$ cat src/rtl/mpsk_symbol_mapper_tx.sv
// mpsk_symbol_mapper_tx: Gray-coded MPSK mapper with optional differential
// encoding; each constellation point is held for SPS output samples.
module mpsk_symbol_mapper_tx #(
    parameter int DATA_WIDTH   = 16,
    parameter int BITS_PER_SYM = 2,
    parameter int SPS          = 4,
    parameter bit DIFF_EN      = 1'b0
) (
    input  logic                         clk,
    input  logic                         rstn,
    input  logic                         in_valid,
    input  logic [BITS_PER_SYM-1:0]      in_bits,
    output logic                         in_ready,
    output logic                         out_valid,
    output logic signed [DATA_WIDTH-1:0] out_i,
    output logic signed [DATA_WIDTH-1:0] out_q,
    output logic                         out_sym_start
);
    localparam int CW = SPS > 1 ? $clog2(SPS) : 1;
    localparam logic [0:0] IDLE = 1'b0;
    localparam logic [0:0] SEND = 1'b1;
    localparam logic [63:0] AMP = (64'd1 << (DATA_WIDTH - 1)) - 64'd1;

    // round(a/sqrt(2)) half-away-from-zero, done in integers so the LUT is exact
    function automatic logic [63:0] diag_amp(input logic [63:0] a);
        logic [63:0] x;
        x = '0;
        for (int b = 31; b >= 0; b--)
            if ((((x | (64'd1 << b)) * (x | (64'd1 << b))) << 1) <= a * a)
                x = x | (64'd1 << b);
        return ((a * a) << 1) >= (((x << 1) + 64'd1) * ((x << 1) + 64'd1)) ? x + 64'd1 : x;
    endfunction

    localparam logic signed [DATA_WIDTH-1:0] A = DATA_WIDTH'(AMP);
    localparam logic signed [DATA_WIDTH-1:0] D = DATA_WIDTH'(diag_amp(AMP));

    // sine of k*45 degrees; cosine is the same table advanced by two octants
    function automatic logic signed [DATA_WIDTH-1:0] sin8(input logic [2:0] k);
        logic signed [DATA_WIDTH-1:0] m;
        m = k[0] ? D : (k[1] ? A : '0);
        return k[2] ? -m : m;
    endfunction

    logic [0:0]                   state_q, state_d;
    logic [CW-1:0]                cnt_q, cnt_d;
    logic [BITS_PER_SYM-1:0]      acc_q, acc_d, p, t;
    logic signed [DATA_WIDTH-1:0] i_q, i_d, q_q, q_d;
    logic [2:0]                   k;
    logic                         last, xfer;

    always_comb begin
        p = '0;
        for (int n = 0; n < BITS_PER_SYM; n++) p[n] = ^(in_bits >> n);
        t        = DIFF_EN ? acc_q + p : p;
        k        = 3'(t) << (3 - BITS_PER_SYM);
        last     = cnt_q == CW'(SPS - 1);
        in_ready = rstn && (state_q == IDLE || last);
        xfer     = in_valid && in_ready;
        state_d  = xfer ? SEND : (last ? IDLE : state_q);
        cnt_d    = (xfer || last) ? '0 : cnt_q + CW'(state_q == SEND);
        acc_d    = (xfer && DIFF_EN) ? t : acc_q;
        i_d      = xfer ? sin8(k + 3'd2) : (last ? '0 : i_q);
        q_d      = xfer ? sin8(k) : (last ? '0 : q_q);
    end

    always_ff @(posedge clk or negedge rstn) begin
        if (!rstn) begin
            state_q <= IDLE;
            cnt_q   <= '0;
            acc_q   <= '0;
            i_q     <= '0;
            q_q     <= '0;
        end else begin
            state_q <= state_d;
            cnt_q   <= cnt_d;
            acc_q   <= acc_d;
            i_q     <= i_d;
            q_q     <= q_d;
        end
    end

    assign out_valid     = state_q == SEND;
    assign out_sym_start = out_valid && cnt_q == '0;
    assign out_i         = i_q;
    assign out_q         = q_q;
endmodule

$ cat config.mk
export PLATFORM = sky130hd
export DESIGN_NAME = mpsk_symbol_mapper_tx
export DESIGN_NICKNAME = d
export VERILOG_FILES = /design/src/rtl/mpsk_symbol_mapper_tx.sv
export SDC_FILE = /design/constraint.sdc
export NUM_CORES = 1
export LEC_CHECK = 0
export CAP_MARGIN = 5
export CORE_UTILIZATION = 40
export DETAILED_ROUTE_END_ITERATION = 7
export GPL_TIMING_DRIVEN = 1
export PLACE_DENSITY = 0.86
export RECOVER_POWER = 50
export SLEW_MARGIN = 20
export SYNTH_ARGS = -nofsm -noshare
export SYNTH_HDL_FRONTEND = slang
export SYNTH_SLANG_ARGS = --single-unit
$ cat constraint.sdc
create_clock -name clk -period 1.8 [get_ports clk]
set_input_delay 0.27 -clock clk [delete_from_list [all_inputs] [get_ports clk]]
set_output_delay 0.27 -clock clk [all_outputs]
set_load 0.01 [all_outputs]
Fig. 1: run 1, sequential cells grouped by signal name
The bar under the picture is 10 µm long. Other sequential cells in the stronger gray, the rest of the logic in the fainter gray.
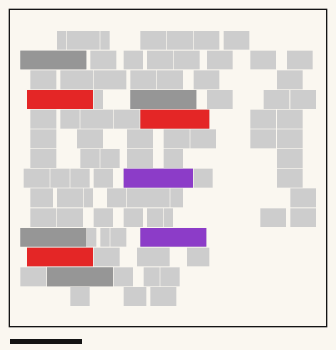
Purple stands for cnt_q, sequential cells 2. Red stands for out_i, sequential cells 3.

Fig. 2: run 1, cell outlines without signal wires
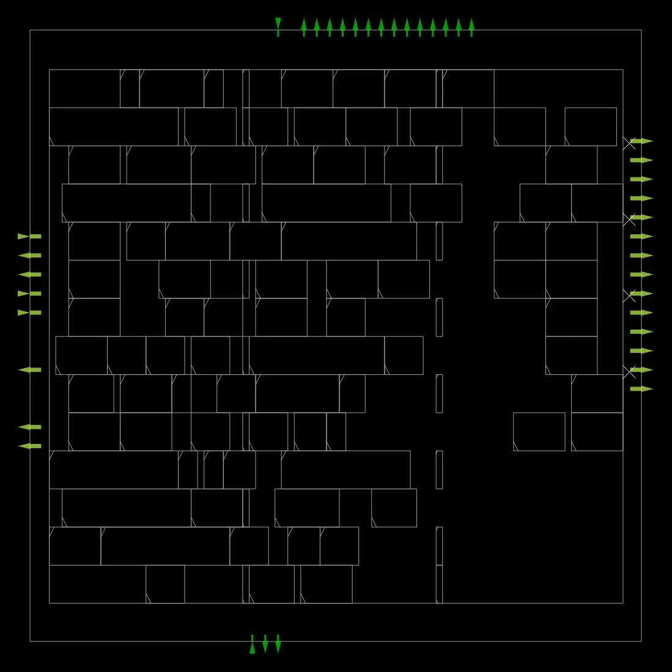
number of sequential storage elements: 9
Tapcell Cnt: 16
Cell Count, Final, Fillers Out: 103
number of standard-cell rows in the floorplan: 14

==> summary.txt, run 1 <==
Purpose: to document the outcome of synthesis and place and route.

Outcome
The run finished, with violations left. The checks that failed: DRC.

Synthesis
In the synthesized netlist the dominant register cell turns out to be sky130_fd_sc_hd__dfrtp_1. The area share of and/or/nand/nor cells after synthesis is 0.0758. After synthesis, the most frequently instantiated cells are sky130_fd_sc_hd__buf_4, sky130_fd_sc_hd__dfrtp_1, sky130_fd_sc_hd__a21boi_0, sky130_fd_sc_hd__a32o_1, sky130_fd_sc_hd__ha_1.

Per the synthesis report, the dominant area consumer among library cells is sky130_fd_sc_hd__dfrtp_1. Of the post-synthesis cell area, the dominant cell type holds 0.325. Per the post-synthesis report, the number of cells in the design is 68.

The flip-flop and latch count after synthesis is 9. The sequential share of the synthesized area is 0.325. The share of cell area taken by muxes after synthesis is 0. Counting flops with a built-in enable in the synthesized netlist gives 0.

After synthesis, the design contains 68 cells according to Yosys. The main logic family after synthesis is buffers and inverters. Counting flops with an async set or reset pin after synthesis yields a share of 1.00.

The most common cell in the synthesized netlist is sky130_fd_sc_hd__buf_4. In the post-synthesis netlist, the biggest area contributors are sky130_fd_sc_hd__dfrtp_1, sky130_fd_sc_hd__buf_4, sky130_fd_sc_hd__ha_1. The synthesis warning total is 0. The cell area after synthesis is 693 µm². The stat command in Yosys gives a chip area of 693 µm².

STA
The worst pin sits at a relative slew slack of 0.759. The highest achievable clock rate is 584 MHz. The final timing summary puts the cycle share of the worst path at 0.951. Setup repair after global routing left no endpoint under its margin. The worst clock skew is 0.00153 ns.

The worst path meets setup with 0.0884 ns of slack. The routed design could run at a clock period as short as 1.71 ns. The minimum hold slack is 0.389 ns. The final setup TNS is 0 ns. The number of pins with negative max-slew slack in the final report is 0. The transition time recorded at the tightest slew-check pin is 0.361 ns.

Clock network
The buffer levels on the longest clock path is 2. Clock tree synthesis selected as its root buffer the cell sky130_fd_sc_hd__clkbuf_4. The post-CTS clock slew at the launch and capture registers of the worst setup and hold paths is 0.06 ns. The post-CTS setup buffer count is 2. The clock tree has to reach 9 sinks. The number of hold buffers added after CTS was 0. The clock latency reported for the late side of the worst-skew pair is 0.26 ns. Gates resized during post-CTS repair numbered 3. Per the CTS log, the maximum H-tree level is 1. The CTS tree is yes.

Layout
Relative to the synthesized area, the layout overhead comes to 36.5%. For this run, combinational gates with multiple inputs come to 28. Leaving out fill and tap cells, the most frequent cells in the layout are sky130_fd_sc_hd__clkdlybuf4s50_1, sky130_fd_sc_hd__dfrtp_1, sky130_fd_sc_hd__dlygate4sd3_1, sky130_fd_sc_hd__a21boi_0, sky130_fd_sc_hd__a32o_1. The footprint of the multi-input gates is 245 µm².

The combinational fraction of the cell area is 0.259. Of all the cell area in the finished design, non-clock buffers hold 0.439. Of the total standard cell area in the layout, the sequential portion is 0.241. The layout has 43 buffers outside the clock class. Non-clock inverters in the final layout number 3.

Looking at the area split, the leading class of cells is buffers. Fill cells in the final layout number 135. The layout summary lists the proportion of cells stronger than drive strength 1 as 0.126. Registers take 228 µm². Measured on the final layout, the clock distribution area share stands at 0.0278.

The number of clock-tree buffers in the layout is 4. The number of antenna diodes in the final layout is 0. At the end of the flow the core is filled with cells to 0.607.

The post-route cell area is 946 µm².

Setup path
The reg-to-reg startpoint is cnt_q[0]. Data on the critical path arrives at its endpoint at 1.44 ns. The timing report shows that the slowest cell on the worst path is sky130_fd_sc_hd__clkdlybuf4s50_1. For flop-to-flop paths, the worst setup slack is 0.57 ns. The path type of the worst setup path is reg -> out. The required arrival time at the worst endpoint is 1.53 ns. Logic depth along the worst register-to-register path is recorded as 4.

The kind of launch point of the worst setup path is a register. The longest individual stage delay on the worst path is 0.62 ns. The critical path goes through clkdlybuf4s50_1.

The number of buffers and inverters on the critical path is 1. The worst setup path is captured at a primary output.

Power
The power density over the cells is 1770 nW/µm². The power of the combinational group is 1110 µW. The maximum vdd drop is 837 µV.

Sequential power for this build is 402 µW. After layout, the design draws a total of 1670 µW. The power report attributes to the sequential group a share of 0.240. Of the total power, combinational logic draws 0.665. The internal power of the cells totals 1050 µW. In this run the power spent charging and discharging nets is 621 µW.

The leading power group is combinational cells. Summed over all cells, the static leakage comes to 0.000422 µW. The power attributed to the clock group is 160 µW.

The power report attributes to the clock group a share of 0.095.

Global route
Entering global routing, the biggest net connects 16 pins. For this run, global-route usage on met3 was measured as 0.0125. The initial antenna violation count came to 0. Routing resource usage on met2 recorded by global route was 0.260.

Per the GRT log, the top usage layer is met2. For met1 alone, demand over resource in global routing was 0.166. The via count of the first global-routing pass is 461.

The total global routing overflow is 0. The first global-routing pass estimated 2050 µm of wire.

Drt
The number of remaining DRC errors is 4. The total length of routed wires is 1340 µm. The iteration count of the initial detailed-routing pass is 5. Once detail routing completed, the nets flagged for antenna violations numbered 0. The script logs the ratio of routed vias to standard cells as 4.85.

Place
The worst slack at placement is 0.117 ns. Routability-driven placement finished with a final weighted congestion of 0.775. The placed wire-length estimate after detailed placement is 975 µm. The cell area after placement is 907 µm².

Min path
The worst min-delay path category is in -> async.

Floorplan
The top-level I/O count is 40. The die extent in y is 43.6 µm. The share of the core area taken by cells at floorplan is 0.445. The floorplan step set the die width to 43.6 µm. The die covers 1900 µm².

Run
The number of logged tool warnings is 29. The max-capacitance violation count is 0.
Fig. 3: run 1, M3 wires
The bar under the picture is 10 µm long.
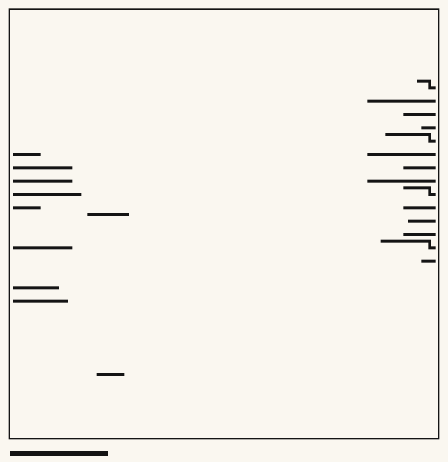
The layer carries 99.0 µm of wire. The longest straight run is 6.70 µm.

Fig. 4: run 1, placed cells, one color a class
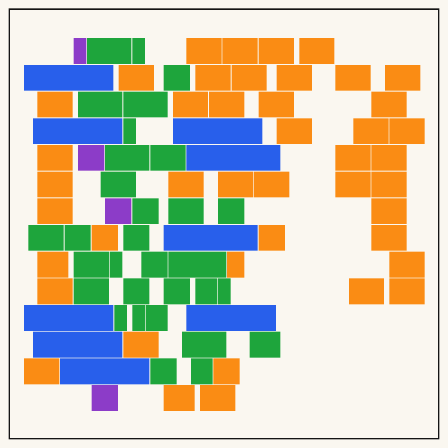
Blue stands for flip-flops, cells 9. Purple stands for clock drivers and dummy loads, cells 4. Orange stands for other buffers and delay cells, cells 43. Green stands for all other logic, cells 31.

run 1: routing by layer:
metal	part of all wire	vias up
met5	0	-
met4	0.012	0
met3	0.073	2
met2	0.51	25
met1	0.41	226
li1	-	247
run 1: sequential cells by signal, summed over array words and instances, names as in the netlist:
name       cells
out_valid      1
cnt_q          2
out_q          3
out_i          3
run 1: worst max path at each step:
stage	from	endpoint	slack, ns	cells after the start
after CTS	out_q[8]	out_q[13]	0.07	1
after floorplan	cnt_q[1]	in_ready	0.62	3
after global placement	rstn	in_ready	0.13	3
after global routing	out_q[8]	out_q[13]	0.007	1
after detailed placement	cnt_q[1]	in_ready	0.12	3
final	out_q[8]	out_q[13]	0.09	1
==> run 1 -> run 2 <==
--- a/config.mk
+++ b/config.mk
@@ -5,11 +5,12 @@
 export SDC_FILE = /design/constraint.sdc
 export NUM_CORES = 1
 export LEC_CHECK = 0
+export ABC_AREA = 1
 export CAP_MARGIN = 5
-export CORE_UTILIZATION = 40
+export CORE_UTILIZATION = 39
 export DETAILED_ROUTE_END_ITERATION = 7
 export GPL_TIMING_DRIVEN = 1
-export PLACE_DENSITY = 0.86
+export PLACE_DENSITY = 0.85
 export RECOVER_POWER = 50
 export SLEW_MARGIN = 20
 export SYNTH_ARGS = -nofsm -noshare
Fig. 5: run 2, placement density heat map
The die is cut into 9 by 9 equal tiles; white is low, dark blue is high, 0 to 100% covered.
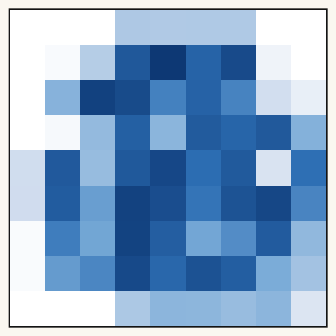
35% of the tiles are over 75% full. 15% of the tiles are nearly empty. The densest ninth of the die: center. The emptiest ninth of the die: north-west. The mean over all tiles is 49%.

Fig. 6: run 2, cell outlines without signal wires
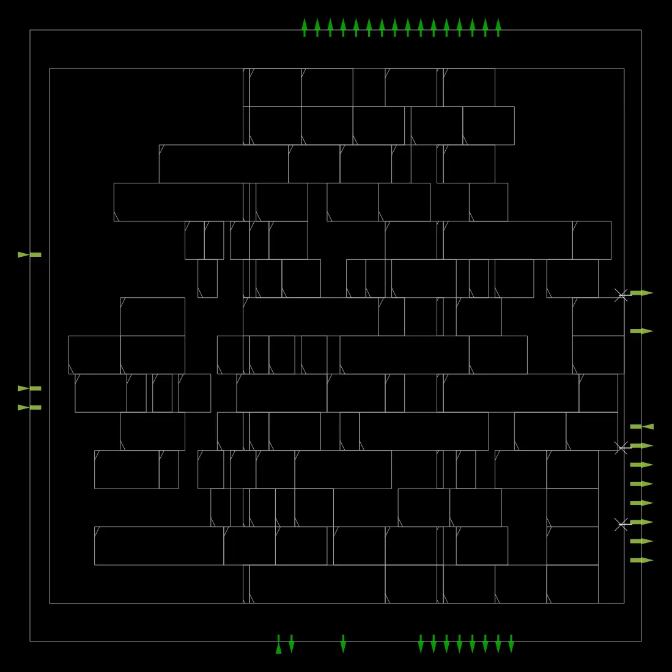
filler cell count in the final layout: 131
Cell Count, Final, Fillers Out: 111
sequential share of cell area: 0.240
floorplan core area: 1560 µm²
post-layout utilization of the core: 0.611

==> run 2 against run 1 <==
Effect of this change: the flow still finishes with violations (DRC); hold slack improved by 0.12 ns; worst setup slack improved by 0.062 ns; sequential cell count unchanged; register-to-register slack improved by 0.17 ns; critical path depth unchanged; core utilization increased by 0.40 points.
==> summary.txt, run 2 <==
Purpose: to document the outcome of synthesis and place and route.

Clock network
The post-CTS clock slew at the launch and capture registers of the worst setup and hold paths is 0.06 ns (about the same). The clock latency reported for the late side of the worst-skew pair is 0.26 ns (about the same). The number of gates resized after cts came to 1 (-2). The cts-stage hold buffer count came to 0 (unchanged). TritonCTS built the clock tree.

The buffer levels on the longest clock path came to 2 (unchanged). The post-CTS setup buffer count is 0 (-2). The maximum level of the CTS H-tree is 1 (unchanged).

The CTS sink count is 9 (unchanged).

Synthesis
For reference, the top cells by area after synthesis are sky130_fd_sc_hd__dfrtp_1, sky130_fd_sc_hd__buf_4, sky130_fd_sc_hd__ha_1. The most area-hungry cell type in the Yosys netlist is sky130_fd_sc_hd__dfrtp_1. In the synthesized netlist, the cells that appear most often are sky130_fd_sc_hd__buf_4, sky130_fd_sc_hd__nand2_1, sky130_fd_sc_hd__dfrtp_1, sky130_fd_sc_hd__nand3_1.

The cell area after synthesis is 673 µm² (-2.9%). The synthesis warning total is 0 (unchanged). The flip-flop and latch count after synthesis came to 9 (unchanged).

The share of synthesized registers carrying an async set or reset was 1.00 (unchanged). The yosys synthesis chip area is 673 µm² (-2.9%). The gate count after technology mapping is 73 (+7.4%). The cell count in the Yosys report is 73 (+7.4%). The count of flip-flops with a built-in enable after synthesis is 0 (unchanged). The sequential share of the synthesized area is 0.335 (+0.00966). The most common cell in the synthesized netlist is sky130_fd_sc_hd__buf_4.

Layout
The post-route cell area came to 952 µm² (+0.66%). The number of clock-tree buffers in the layout is 4 (unchanged). The final net count is 106. By area, buffers come first. The number of multi-input combinational cells in the layout came to 33 (+18%). The register cell area after layout is 229 µm² (+0.55%). The fraction of final layout cells sized beyond drive strength 1 came to 0.147 (+0.0209). The buffer count excluding the clock tree in the final layout is 44 (+2.3%). The total number of sequential cells came to 9 (unchanged). From synthesis to final layout, the design area changed by 41.4%. The number of diodes came to 0 (unchanged). The combinational fraction of the cell area came to 0.246 (-0.0135).

The inverter count is 5 (+2).

STA
The worst clock skew is 0.00177 ns (+0.000237 ns). Setup repair after global routing left no endpoint under its margin. The final setup TNS is 0 ns (unchanged). The worst setup slack after layout is 0.150 ns (+0.0617 ns). The worst max-slew margin expressed relative to the limit is 0.560 (-0.199). The part of the cycle the worst path needs was 0.917 (-0.0343).

The highest achievable clock rate came to 606 MHz (+3.7%). The minimum clock period after layout is 1.65 ns (-0.0617 ns). The minimum hold slack is 0.504 ns (+0.115 ns).

The measured slew at the worst slew-check pin is 0.659 ns (+0.298 ns).

Power
The final total power came to 1650 µW (-1.5%). The share of power burned in registers is 0.248 (+0.008). The maximum vdd drop was 714 µV (-15%). The power of the combinational group is 1080 µW (about the same). The power attributed to the clock group is 160 µW (about the same). The switching component of the power is 631 µW (+1.7%). The power consumed by sequential cells is 408 µW (+1%). The leading power group is combinational cells. The cell-internal power is 1020 µW (-3.4%). The portion of total power attributed to combinational logic was 0.655 (-0.010). The power density over the cells is 1730 nW/µm² (-2.2%).

Drt
The vias per cell was 4.25 (-12%). The number of remaining DRC errors is 6 (+2). The iteration count of the initial detailed-routing pass is 6 (+1). The total length of routed wires was 1230 µm (-7.8%). The remaining antenna violation count after routing is 0 (unchanged).

Outcome
The flow ran to the end, but the final reports show violations. The checks that failed: DRC.

Place
The worst slack at placement is 0.0486 ns (-0.0679 ns). The cell area after placement came to 903 µm² (-0.41%). The final weighted congestion in routability-driven placement is 0.747 (-3.7%). The placed wire-length estimate after detailed placement is 936 µm (-4.0%).

Setup path
The capturing element type of the critical path is a primary output. The depth of the most critical reg-to-reg path is 4 (unchanged). STA classifies the critical path startpoint as a register. The worst register-to-register path begins at out_valid. The slack of the worst reg-to-reg path is 0.74 ns (+0.17 ns).

The number of buffers and inverters on the critical path was 1 (unchanged). Per STA, the worst path is made up of dlygate4sd3_1. The critical path depth is 1 (unchanged).

The signal arrival time at the worst endpoint is 1.38 ns (-0.06 ns). The timing report shows that the slowest cell on the worst path is sky130_fd_sc_hd__dlygate4sd3_1. Per STA, the endpoint of the critical path is out_q[12]. The critical path launch point is out_q[8]. The path type of the worst setup path is reg -> out. The required arrival time at the worst endpoint was 1.53 ns (about the same).

Floorplan
The floorplan-stage core utilization is 0.432 (-0.0128). The top-level I/O count is 40 (unchanged). The die outline area is 1900 µm² (-0.39%). The die extent in y came to 43.5 µm (-0.19%). The number of well taps is 16 (unchanged). The overall die width is 43.5 µm (-0.19%). The count of standard-cell rows is 14 (unchanged).

Run
The number of logged tool warnings is 29 (unchanged). The max-capacitance violation count is 0 (unchanged).

Global route
The total global routing overflow came to 0 (unchanged). The largest net degree at the start of global routing is 16 (unchanged). The initial antenna violation count was 0 (unchanged).

The wire length of the first global-routing pass is 1900 µm (-7.1%).

Min path
In this run the worst hold path is classified as reg -> reg.
Fig. 7: run 2, sequential cells grouped by signal name
The bar under the picture is 10 µm long. Other sequential cells in the stronger gray, the rest of the logic in the fainter gray.
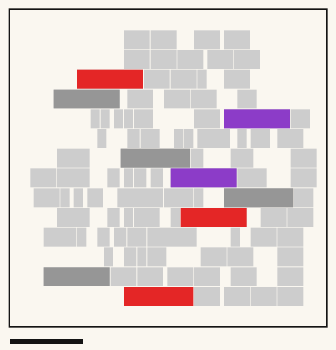
Purple stands for cnt_q, sequential cells 2. Red stands for out_i, sequential cells 3.

[run 2: cell count changes in the layout (fill, tap and decap cells not counted), sizes merged, moves of 5 or more]
| cell | previous run | this run |
|---|---|---|
| nand3 | 0 | 10 |
| nand2 | 3 | 12 |
| a32o | 6 | 0 |
| a21boi | 6 | 1 |
[run 2: routing by layer]
layer	wire [µm]	global-route usage	up-vias	share of wire
met5	0	0	-	0
met4	0	0.0563	0	0
met3	55	0.0250	0	0.045
met2	615	0.230	15	0.50
met1	561	0.166	207	0.46
li1	-	-	250	-
[run 2: logic make-up after synthesis]
family | count (synthesis) | share of synthesized area
buffers and inverters | 31 | 0.318
AND/OR/NAND/NOR | 26 | 0.214
flip-flops | 9 | 0.335
AND-OR/OR-AND | 1 | 0.0279
XOR/XNOR | 1 | 0.0130
adder cells (fa/ha/maj) | 5 | 0.0929
==> run 2 -> run 3 <==
--- a/config.mk
+++ b/config.mk
@@ -5,12 +5,12 @@
 export SDC_FILE = /design/constraint.sdc
 export NUM_CORES = 1
 export LEC_CHECK = 0
-export ABC_AREA = 1
 export CAP_MARGIN = 5
-export CORE_UTILIZATION = 39
+export CORE_UTILIZATION = 40
 export DETAILED_ROUTE_END_ITERATION = 7
 export GPL_TIMING_DRIVEN = 1
-export PLACE_DENSITY = 0.85
+export MAX_ROUTING_LAYER = met4
+export PLACE_DENSITY = 0.86
 export RECOVER_POWER = 50
 export SLEW_MARGIN = 20
 export SYNTH_ARGS = -nofsm -noshare
Fig. 8: run 3, M3 wires
The bar under the picture is 10 µm long.
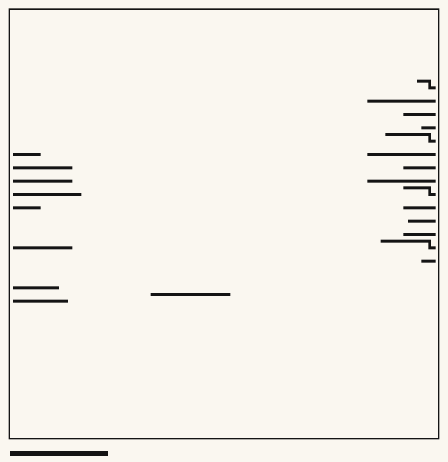
23 nets have wire on it. The layer carries 101 µm of wire. The wires run mostly horizontal. The layer holds 7.6% of the routed length.

Fig. 9: run 3, cell outlines without signal wires
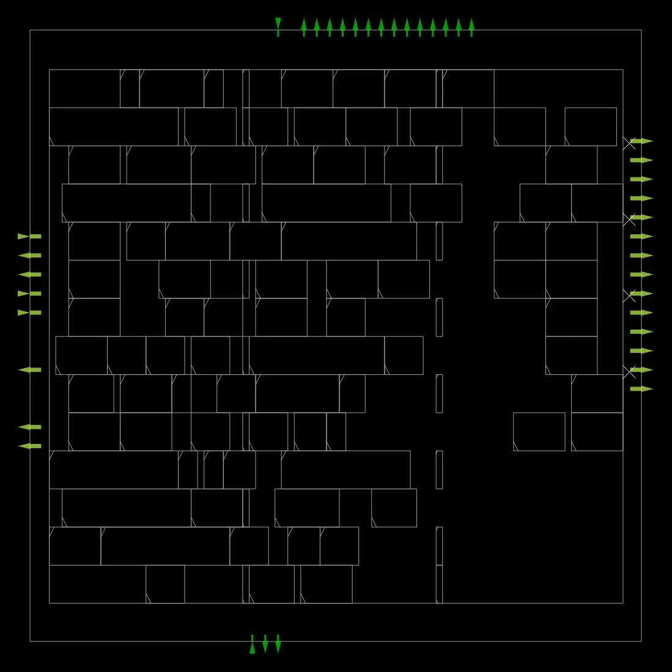
Cell Count, Final, Fillers Out: 103
post-layout utilization of the core: 0.607
sequential share of cell area: 0.241

==> run 3 against run 2 <==
Effect of this change: the run still ends with DRC left; non-clock buffer count decreased by 1; power increased by 1.3%; combinational power about the same; worst setup slack got worse by 0.057 ns; wire length increased by 7.5%; clock power decreased by 3%; final cell count decreased by 7.2%; largest cell class unchanged; largest power group unchanged.
==> summary.txt, run 3 <==
Purpose: to document the outcome of synthesis and place and route.

Floorplan
The top-level I/O count is 40 (unchanged). The floorplan-stage core utilization is 0.445 (+0.0128). The number of well taps came to 16 (unchanged). The die extent in y is 43.6 µm (+0.20%). The core region area was 1560 µm² (unchanged). The count of standard-cell rows came to 14 (unchanged).

The die outline area was 1900 µm² (+0.39%). The overall die width was 43.6 µm (+0.20%).

Global route
The wire length of the first global-routing pass is 2030 µm (+6.5%). The total global routing overflow is 0 (unchanged). The met2 track demand over resource in global routing is 0.260 (+0.0299). The largest net degree at the start of global routing is 16 (unchanged).

Total global-route track usage over all layers is 0.150. The global routing stage identified its most utilized layer as met2. The via count of the first global-routing pass is 464. The global routing usage on met3 is 0.0125 (-0.0125). The global-route track usage on met1 is 0.164 (-0.00264). The initial antenna violation count came to 0 (unchanged).

Place
The number of buffers inserted by port buffering is 39. The placed wire-length estimate after detailed placement is 975 µm (+4.2%). The cell area after placement came to 907 µm² (+0.42%). Counting tap cells, the placed design contains a total of 97 instances. The worst slack at placement is 0.117 ns (+0.0679 ns). The final weighted congestion in routability-driven placement is 0.786 (+5.3%).

Power
The power of the combinational group is 1110 µW (about the same). The power consumed by sequential cells was 401 µW (-2%). The power density over the cells is 1770 nW/µm² (+2.0%). The net switching share of the total power is 0.369. The switching component of the power is 616 µW (-2.4%).

The standby leakage power is 0.000422 µW. The maximum vdd drop is 836 µV (+17%). The power report attributes to the clock group a share of 0.094.

The share of power burned in registers was 0.240 (-0.008). The cell-internal power was 1050 µW (+3.5%). The leading power group is combinational cells. The final total power came to 1670 µW (+1.3%). The power attributed to the clock group is 156 µW (-3%).

The portion of total power attributed to combinational logic was 0.666 (+0.011).

Setup path
The signal arrival time at the worst endpoint is 1.44 ns (+0.06 ns). The worst setup path is launched from a register. The critical path launch point is out_q[8].

The required arrival time at the worst endpoint is 1.53 ns (about the same). The depth of the most critical reg-to-reg path is 4 (unchanged). The last element of the critical path is out_q[13]. The critical path depth is 1 (unchanged). The path type of the worst setup path is reg -> out. The cell type of the slowest stage on the worst timing path is sky130_fd_sc_hd__clkdlybuf4s50_1. The reg-to-reg startpoint is cnt_q[0].

The slack of the worst reg-to-reg path was 0.57 ns (-0.17 ns). The largest single stage delay on the critical path is 0.62 ns. The signal on the critical path passes through clkdlybuf4s50_1. The number of buffers and inverters on the critical path is 1 (unchanged). The maximum fanout count along the critical path is 15. The end of the worst register-to-register path is cnt_q[1]. Broken down by cell family, the worst path's largest delay share belongs to buffers and inverters.

STA classifies the critical path endpoint as a primary output.

Drt
The via count is 504. Detailed-route iteration 0 reported a violation count of 9. The number of remaining DRC errors is 4 (-2).

The remaining antenna violation count after routing came to 0 (unchanged). The total length of routed wires is 1320 µm (+7.5%). The iteration count of the initial detailed-routing pass is 6 (unchanged). Dividing the detail-routed wire length by the instance count gives 12.9 µm. The vias per cell came to 4.89 (+15%).

STA
The minimum clock period after layout is 1.71 ns (+0.0569 ns). The worst max-slew margin expressed relative to the limit is 0.758 (+0.198). Setup repair after global routing left no endpoint under its margin. For this run, the final setup violation count is recorded as 0.

The worst clock skew came to 0.00172 ns (-0.0000439 ns). The highest achievable clock rate is 586 MHz (-3.3%). The worst setup slack after layout came to 0.0933 ns (-0.0569 ns). The part of the cycle the worst path needs is 0.948 (+0.0316). The final setup TNS came to 0 ns (unchanged). The minimum hold slack is 0.393 ns (-0.111 ns). The number of pins with negative max-slew slack in the final report is 0. The measured slew at the worst slew-check pin is 0.362 ns (-0.297 ns).

Hold-check failures listed in the final report amount to 0.

Synthesis
The top flip-flop cell by instance count after synthesis is sky130_fd_sc_hd__dfrtp_1. The sequential share of the synthesized area was 0.325 (-0.00966). The flip-flop and latch count after synthesis is 9 (unchanged).

The average instance area after synthesis is 10.2 µm². In the Yosys stats the netlist draws on 16 distinct library cells. The gate count after technology mapping is 68 (-6.8%). By count the netlist is led by sky130_fd_sc_hd__buf_4, sky130_fd_sc_hd__dfrtp_1, sky130_fd_sc_hd__a21boi_0, sky130_fd_sc_hd__a32o_1, sky130_fd_sc_hd__ha_1. The share of synthesized registers carrying an async set or reset was 1.00 (unchanged). The yosys synthesis chip area is 693 µm² (+3.0%).

At floorplan, the net count of the design was reported as 78. Of the post-synthesis cell area, the dominant cell type holds 0.325. For this run the top cell type by instance count after synthesis was sky130_fd_sc_hd__buf_4. The cell area after synthesis is 693 µm² (+3.0%). The cell count in the Yosys report is 68 (-6.8%). The count of flip-flops with a built-in enable after synthesis is 0 (unchanged).

After synthesis, the cell types taking the most area are sky130_fd_sc_hd__dfrtp_1, sky130_fd_sc_hd__buf_4, sky130_fd_sc_hd__ha_1. The synthesis warning total is 0 (unchanged). The synthesized design spends more area on one cell type than any other, namely sky130_fd_sc_hd__dfrtp_1.

Layout
The register cell area after layout is 228 µm² (-0.55%). The buffer count excluding the clock tree in the final layout is 43 (-2.3%). The library cell used most frequently in the layout, excluding fill and tap cells, is sky130_fd_sc_hd__clkdlybuf4s50_1. The combinational fraction of the cell area is 0.259 (+0.0135). Of all the cell area in the finished design, non-clock buffers hold 0.439. The number of diodes is 0 (unchanged).

The total number of sequential cells is 9 (unchanged). The number of multi-input combinational cells in the layout is 28 (-15%). The footprint of the multi-input gates is 245 µm². The final net count is 98 (-7.5%). The area growth from synthesis to layout is 36.5%. The inverter count was 3 (-2). The layout filler cell count came to 135 (+3.1%). Ranking logic cells in the layout by count gives the top entries sky130_fd_sc_hd__clkdlybuf4s50_1, sky130_fd_sc_hd__dfrtp_1, sky130_fd_sc_hd__dlygate4sd3_1, sky130_fd_sc_hd__a21boi_0, sky130_fd_sc_hd__a32o_1. The number of clock-tree buffers in the layout is 4 (unchanged). The post-route cell area is 946 µm² (-0.66%).

The fraction of final layout cells sized beyond drive strength 1 is 0.126 (-0.0209). Per the final report, the share of cell area in clock cells is 0.0278. The biggest slice of the area belongs to buffers.

Run
The max-capacitance violation count came to 0 (unchanged). The number of logged tool warnings is 29 (unchanged).

Clock network
The maximum level of the CTS H-tree is 1 (unchanged). The CTS tree is yes. The post-CTS clock slew at the launch and capture registers of the worst setup and hold paths is 0.06 ns (about the same). The number of clock buffers inserted by TritonCTS is 3. The buffer levels on the longest clock path is 2 (unchanged).

The clock latency reported for the late side of the worst-skew pair is 0.26 ns (about the same). The CTS sink count is 9 (unchanged). The tree is rooted in a sky130_fd_sc_hd__clkbuf_4.

Outcome
The run finished, with violations left. The final reports fail on DRC.

Min path
The worst hold path belongs to the class in -> async.
Fig. 10: run 3, placed cells, one color a class
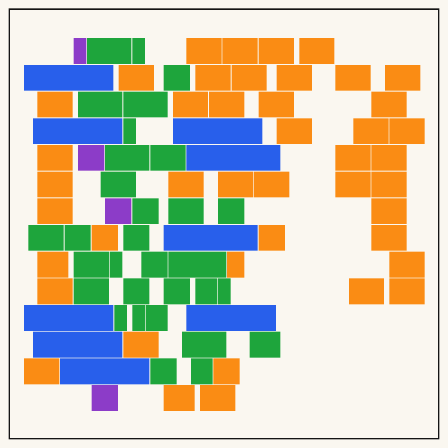
Green stands for all other logic, cells 31. Purple stands for clock drivers and dummy loads, cells 4. Orange stands for other buffers and delay cells, cells 43. Blue stands for flip-flops, cells 9.

-- run 3: logic make-up (layout without fill, tap and decap cells) --
logic type               count (synthesis)  in the layout  synth area share
AND/OR/NAND/NOR                          9              9            0.0758
AND-OR/OR-AND                           13             13             0.175
XOR/XNOR                                 1              1            0.0126
adder cells (fa/ha/maj)                  5              5            0.0903
flip-flops                               9              9             0.325
buffers and inverters                   31             50             0.321
-- run 3: repair_timing --
item,in CTS,in global routing
gates resized,3,1
setup buffers,2,0
hold buffers,0,0
endpoints found under the hold margin,0,0
setup endpoints to repair,2,3
-- run 3: routing by layer --
| metal | part of all wire | vias up |
|---|---|---|
| met5 | 0 | - |
| met3 | 0.076 | 0 |
| met2 | 0.53 | 24 |
| li1 | - | 244 |
| met1 | 0.39 | 236 |
| met4 | 0 | 0 |
Power figures rest on the tool's default switching activity, not on a simulated workload.
